**src/rtl/fetch_pc_ctrl_pkg.sv**
```systemverilog
// Shared definitions for the fetch-stage PC controller: D-stage control
// transfer op encodings, the reset fetch address and a small op classifier.
package fetch_pc_ctrl_pkg;

    typedef enum logic [2:0] {
        OP_NONE   = 3'd0,
        OP_BEQ    = 3'd1,
        OP_BLEZAL = 3'd2,
        OP_J      = 3'd3,
        OP_JAL    = 3'd4,
        OP_JR     = 3'd5
    } d_op_e;

    localparam logic [31:0] RESET_PC = 32'h0000_3000;

    // True for every op that is a control transfer (taken or not).
    // Codes 6 and 7 are reserved and behave as no-ops.
    function automatic logic is_ctl_op(input logic [2:0] op);
        return (op >= 3'd1) && (op <= 3'd5);
    endfunction

endpackage

```
**src/rtl/fetch_pc_ctrl_npc_target.sv**
```systemverilog
// Combinational next-PC target for the control transfer currently in D.
// Branches are relative to the delay slot (d_pc+4); jumps keep the delay
// slot's top nibble; jr uses the forwarded rs value as-is.
module npc_target
    import fetch_pc_ctrl_pkg::*;
(
    input  logic [2:0]  d_op,
    input  logic [31:0] d_pc,
    input  logic [15:0] d_imm16,
    input  logic [25:0] d_index,
    input  logic [31:0] d_rs_val,
    output logic [31:0] target
);

    logic [31:0] seq_pc_s;
    logic [31:0] br_off_s;

    assign seq_pc_s = d_pc + 32'd4;
    assign br_off_s = {{14{d_imm16[15]}}, d_imm16, 2'b00};

    // Select the transfer target by op; non-transfer ops fall back to the slot PC.
    always_comb begin
        target = seq_pc_s;
        case (d_op)
            OP_BEQ, OP_BLEZAL: target = seq_pc_s + br_off_s;
            OP_J, OP_JAL:      target = {seq_pc_s[31:28], d_index, 2'b00};
            OP_JR:             target = d_rs_val;
            default:           target = seq_pc_s;
        endcase
    end

endmodule

```
**src/rtl/fetch_pc_ctrl.sv**
```systemverilog
// Fetch PC register with delay-slot redirect, link write request,
// control-transfer statistics and a sticky misaligned-target flag.
module fetch_pc_ctrl
    import fetch_pc_ctrl_pkg::*;
(
    input  logic        clk,
    input  logic        reset,
    input  logic        stall,
    input  logic [2:0]  d_op,
    input  logic [31:0] d_pc,
    input  logic [15:0] d_imm16,
    input  logic [25:0] d_index,
    input  logic [31:0] d_rs_val,
    input  logic        beq_zero,
    input  logic        blezal,
    output logic [31:0] pc_f,
    output logic        redirect,
    output logic        link_we,
    output logic [31:0] link_addr,
    output logic [31:0] br_cnt,
    output logic [31:0] taken_cnt,
    output logic        align_err
);

    logic [31:0] target_s;
    logic        taken_s;
    logic        link_we_s;
    logic [31:0] pc_f_r;
    logic        redirect_r;
    logic [31:0] br_cnt_r;
    logic [31:0] taken_cnt_r;
    logic        align_err_r;

    npc_target u_npc_target (
        .d_op     (d_op),
        .d_pc     (d_pc),
        .d_imm16  (d_imm16),
        .d_index  (d_index),
        .d_rs_val (d_rs_val),
        .target   (target_s)
    );

    // Decide whether the instruction in D transfers control this cycle.
    always_comb begin
        taken_s = 1'b0;
        case (d_op)
            OP_BEQ:              taken_s = beq_zero;
            OP_BLEZAL:           taken_s = blezal;
            OP_J, OP_JAL, OP_JR: taken_s = 1'b1;
            default:             taken_s = 1'b0;
        endcase
    end

    // Link write only for an unstalled jal or a taken blezal.
    always_comb begin
        link_we_s = 1'b0;
        if (!stall) begin
            link_we_s = (d_op == OP_JAL) || ((d_op == OP_BLEZAL) && blezal);
        end else begin
            link_we_s = 1'b0;
        end
    end

    // PC, redirect pulse, statistics and sticky alignment flag; a stall freezes all but redirect.
    always_ff @(posedge clk) begin
        if (reset) begin
            pc_f_r      <= RESET_PC;
            redirect_r  <= 1'b0;
            br_cnt_r    <= 32'd0;
            taken_cnt_r <= 32'd0;
            align_err_r <= 1'b0;
        end else if (stall) begin
            redirect_r  <= 1'b0;
        end else begin
            pc_f_r     <= taken_s ? target_s : (pc_f_r + 32'd4);
            redirect_r <= taken_s;
            if (is_ctl_op(d_op)) begin
                br_cnt_r <= br_cnt_r + 32'd1;
            end
            if (taken_s) begin
                taken_cnt_r <= taken_cnt_r + 32'd1;
                if (target_s[1:0] != 2'b00) begin
                    align_err_r <= 1'b1;
                end
            end
        end
    end

    assign pc_f      = pc_f_r;
    assign redirect  = redirect_r;
    assign br_cnt    = br_cnt_r;
    assign taken_cnt = taken_cnt_r;
    assign align_err = align_err_r;
    assign link_we   = link_we_s;
    assign link_addr = d_pc + 32'd8;

endmodule

```
**config.mk**
```make
export PLATFORM = sky130hd
export DESIGN_NAME = fetch_pc_ctrl
export DESIGN_NICKNAME = d
export VERILOG_FILES = /design/src/rtl/fetch_pc_ctrl_pkg.sv /design/src/rtl/fetch_pc_ctrl_npc_target.sv /design/src/rtl/fetch_pc_ctrl.sv
export SDC_FILE = /design/constraint.sdc
export NUM_CORES = 1
export LEC_CHECK = 0
export CAP_MARGIN = 5
export CORE_ASPECT_RATIO = 0.7
export CORE_MARGIN = 4
export CORE_UTILIZATION = 45
export CTS_BUF_LIST = sky130_fd_sc_hd__clkbuf_8
export DETAILED_ROUTE_END_ITERATION = 8
export GPL_ROUTABILITY_DRIVEN = 0
export GPL_TIMING_DRIVEN = 0
export PLACE_DENSITY = 0.8
export RECOVER_POWER = 25
export REMOVE_ABC_BUFFERS = 1
export SYNTH_ARGS = -nofsm -noshare
export SYNTH_HDL_FRONTEND = slang
export SYNTH_SLANG_ARGS = --single-unit
export TNS_END_PERCENT = 100
```
**constraint.sdc**
```tcl
create_clock -name clk -period 3.9 [get_ports clk]
set_input_delay 0.78 -clock clk [delete_from_list [all_inputs] [get_ports clk]]
set_output_delay 0.78 -clock clk [all_outputs]
set_load 0.02 [all_outputs]
```
==> out/results.tsv <==
metric	value	unit
total negative slack for setup checks	0	ns
Wirelength per Cell	18.0	um
fmax	260	MHz
vias in the first global route	8140	
core region area	0.0174	mm^2
Layout area overhead	40.1	%
buffers from clock root to sink, at most	2	
synthesized cell area	0.00807	mm^2
Post-CTS Hold Fix Bufs	0	
fraction of the yosys area taken by sequential cells	24.3	%
Worst Hold Margin	0.483	ns
Worst EP required	4.16	ns
CTS tree	yes	
total setup violations reported at the end of the flow	0	
number of flops mapped to enable cells by yosys	0	
number of violations reported at the end of detailed-routing iteration 0	958	
Power Density	238	mW/mm^2
biggest area consumer among synthesized cells	sky130_fd_sc_hd__dfxtp_1	
worst rel slew slack	3.58	%
Ys Warns	0	
DRC violations left	0	
site row count	40	
final worst path period need	3.85	ns
startpoint type of the worst setup path	input pin	
flip-flop and latch count after synthesis	98	
internal power of the cells	1720	uW
Max VDD drop	214	uV
number of buffers added by the clock tree synthesis step	9	
number of H-tree branching levels	3	
slowest cell delay on critical path	0.38	ns
via density per instance	5.92	
Net Switching	975	uW
number of slew-limit violations in the final report	0	
source of the worst register-to-register timing path	pc_f[7]	
top area cells in the synthesized netlist	sky130_fd_sc_hd__dfxtp_1 (24%), sky130_fd_sc_hd__xor2_1 (7.7%), sky130_fd_sc_hd__xnor2_1 (7.1%)	
GRT Total Usage	25.2	%
slowest stage cell, crit path	sky130_fd_sc_hd__ha_1	
logic gate share of total power	36.5	%
nature of the critical path endpoint	register	
yosys cell count	1078	
register-to-register setup slack	1.08	ns
most frequently used flop master after synthesis	sky130_fd_sc_hd__dfxtp_1	
ratio of cells with drive above 1 in the final layout	10.4	%
run status	finished, final reports clean	
category of cells accounting for the largest share of critical-path delay	simple AND/OR/NAND/NOR gates	
RR Endpoint	pc_f[31]	
number of antenna violations at the first check in global routing	0	
ordered list of cells on the worst path	dlygate4sd2_1, nand3_1, nor2_2, nand2_2, nor3_4, nand3_1, xnor2_1, ha_1, a21o_1, a21o_1, a21oi_1, o21a_1, o31ai_4, a21boi_2, nor4_1, or3_1	
number of hold violations in the final report	0	
sink count of the clock tree	98	
number of nets in the layout	1456	
post-route fraction of the period consumed by the critical path	98.8	%
worst clock skew	0.0218	ns
Core Density at Floorplan	46.5	%
arrival time at the worst endpoint	4.11	ns
most instantiated cells after synthesis	sky130_fd_sc_hd__nor2_1 (127), sky130_fd_sc_hd__dfxtp_1 (98), sky130_fd_sc_hd__nand2_1 (96)	
most frequently used cell type in the post-synthesis netlist	sky130_fd_sc_hd__nor2_1	
HPWL after detailed placement	20000	um
worst hold path depth	2	
mean instance size in the synthesized netlist	7.49	um^2
number of nets with antenna violations after routing	0	
number of ports placed on the die boundary	245	
full die area	0.0202	mm^2
actual slew at the worst max-slew pin	1.45	ns
Net Sw Frac	36.2	%
reported leakage power	0.00451	uW
hold endpoint	align_err	
number of warnings in the stage logs	30	
maximum number of pins on one net before global-route repair	83	
class of the most critical hold timing path	reg -> reg	
number of diodes	0	
cell count of the worst reg-to-reg path	7	
Vias	9113	
Crit Path Class	in -> reg	
global-route wire length before repair	42700	um
critical path fanouts, max	6	
area figure in the yosys stat output	0.00807	mm^2
die outline width	168	um
portion of total power attributed to sequential cells	39.9	%
area fraction of the dominant cell type after synthesis	24.3	%
Cell Type Count	72	
cell at the root of the clock tree	sky130_fd_sc_hd__clkbuf_8	
share of flip-flops with an asynchronous set or reset after synthesis	0	%
sum of buffers and inverters on the critical path	1	
clock network power share	23.6	%
Synth Instances	1078	
clock slew at reported path FFs	0.11	ns
Min-Delay Startpoint	align_err	
sum of routed wire length over all layers	27700	um
total overflow reported by the global router	0	
total of max-cap violations	0	
Die Height	120	um
Buffers on Ports	244	
unrepaired setup endpoints after global routing	yes	
Pre-Repair DR Iteration Count	6	
-- logic make-up after synthesis --
kind of cell	count (synthesis)	synth area share, %
xor+xnor	136	14.8
fa+ha+maj	39	6.14
simple gates	450	28.0
flops	98	24.3
buf+inv	77	4.00
mux	13	1.72
compound gates	265	21.1
-- state kept, by name, indices dropped and copies added (netlist names) --
name       count
redirect       1
taken_cnt     32
pc_f          32
br_cnt        32
align_err      1
-- layer usage --
| layer | part of all wire, % | GRT usage, % | vias up |
|---|---|---|---|
| li1 | - | - | 4354 |
| met3 | 9.9 | 5.30 | 34 |
| met1 | 44 | 36.6 | 4286 |
| met4 | 1.9 | 5.42 | 0 |
| met2 | 44 | 38.5 | 439 |
| met5 | 0 | 0 | - |
-- placed cells by master, fill, tap and decap left out, drive strengths merged, types with 25 or more instances in the layout --
cell / instances
xor2: 71
a21oi: 88
o21ai: 46
and3: 32
dlygate4sd3: 52
nand2: 97
nor2: 128
clkdlybuf4s50: 162
nand4: 39
dfxtp: 98
xnor2: 65
nand3: 57
a21o: 25
ha: 38
buf: 37
-- repair_timing --
action / CTS / global route
setup buffers: 12 / 16
resized: 77 / 63
pin swaps: 8 / 32
setup endpoints to repair: 67 / 22
cloned: 1 / 0
-- per-stage QoR --
step                cells  instance area [um^2]  power (uW)  worst slack [ns]  utilization, %
global route         1539                 11300        2830           -0.0779            65.1
CTS                  1523                 11000        2650           0.00362            63.3
detailed placement   1494                 10600        2000             -1.64            60.9
finish               1539                 11300        2700            0.0475            65.1
global placement     1492                 10500        1980             -1.84            60.7
floorplan            1017                  7810        1580            -0.179               -
-- worst min-delay path, stage by stage, from the launching register on --
cell and delay (ns):
sky130_fd_sc_hd__dfxtp_1 0.34, sky130_fd_sc_hd__nor2_1 0.05, sky130_fd_sc_hd__nor2_1 0.07
-- power by group through the flow --
stage	clock network (uW)	registers, uW	logic [uW]
after CTS	651	1070	927
final	636	1080	984
after global placement	0	1100	886
after floorplan	0	1130	458
after detailed placement	0	1100	902
after global routing	690	1080	1060
-- worst max path at each step --
stage                        start       endpoint  slack [ns]  depth (start not counted)
after floorplan            d_pc[3]       pc_f[31]       -0.18                         17
after global placement     d_op[0]       pc_f[24]       -1.84                          7
after detailed placement   d_pc[2]       pc_f[29]       -1.64                         15
after CTS                 d_pc[17]  link_addr[29]       0.004                          7
after global routing       d_pc[4]       pc_f[31]       -0.08                         18
final                     d_pc[11]       pc_f[31]        0.05                         16
-- final cells by class --
class,count,area (um^2)
Timing Repair Buffer,274,2680
Tap cell,231,289
Multi-Input combinational cell,904,6130
Fill cell,1516,6060
Clock buffer,9,124
Clock inverter,7,58.8
Inverter,16,60.1
Sequential cell,98,1960
**Cell classes on the final placement**

Fill, decap, tap and diode cells in gray.
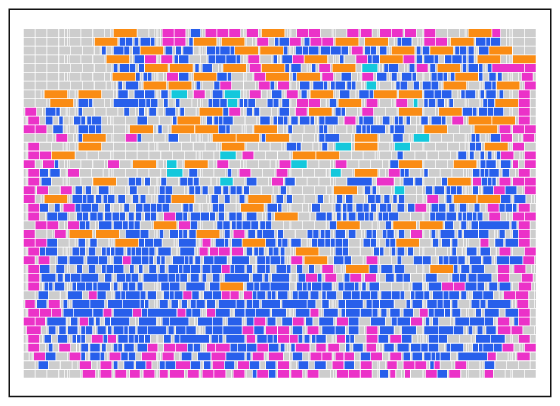
- combinational and other logic: blue (cells 920; share of their area 56%)
- clock drivers and dummy loads: cyan (cells 16; share of their area 1.7%)
- other buffers and delay cells: magenta (cells 274; share of their area 24%)
- flops: orange (cells 98; share of their area 18%)

**Signal wires by layer**

Scale bar: 50 um. Only two layers are drawn.
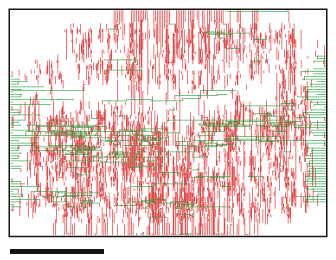
- metal 3: green (wire length 2750 um)
- metal 2: red (wire length 12200 um)

**PDN straps and rails**

Scale bar: 50 um. Pins as bars on the die edge.
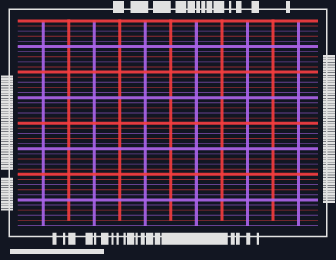
- VSS: purple
- VDD: red
- rows: 40
- met5 straps: 8
- met1 rails: 41
- signal pins: 245

**Clock network drawn from the DEF**

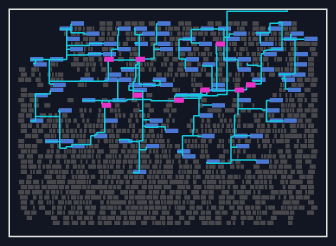
- flip-flops: blue (count 98)
- clock wires: cyan (length 1240 um)
- clock drivers: magenta (count 9)
- routed clock nets: 10

**Clock nets**

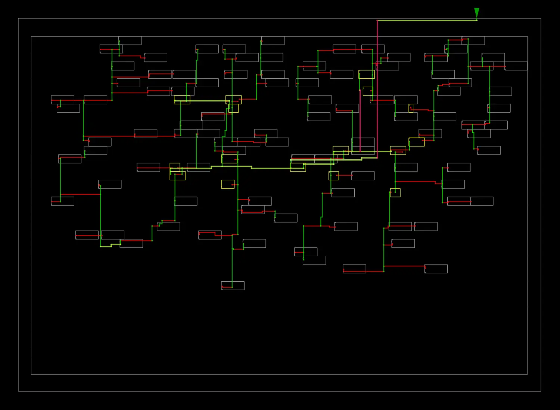
clock network latency to the later pin of the worst-skew pair: 0.37 ns
number of flip-flops and latches: 98
total of clock buffers placed in the layout: 9

Power is estimated from default activity; no workload was simulated.
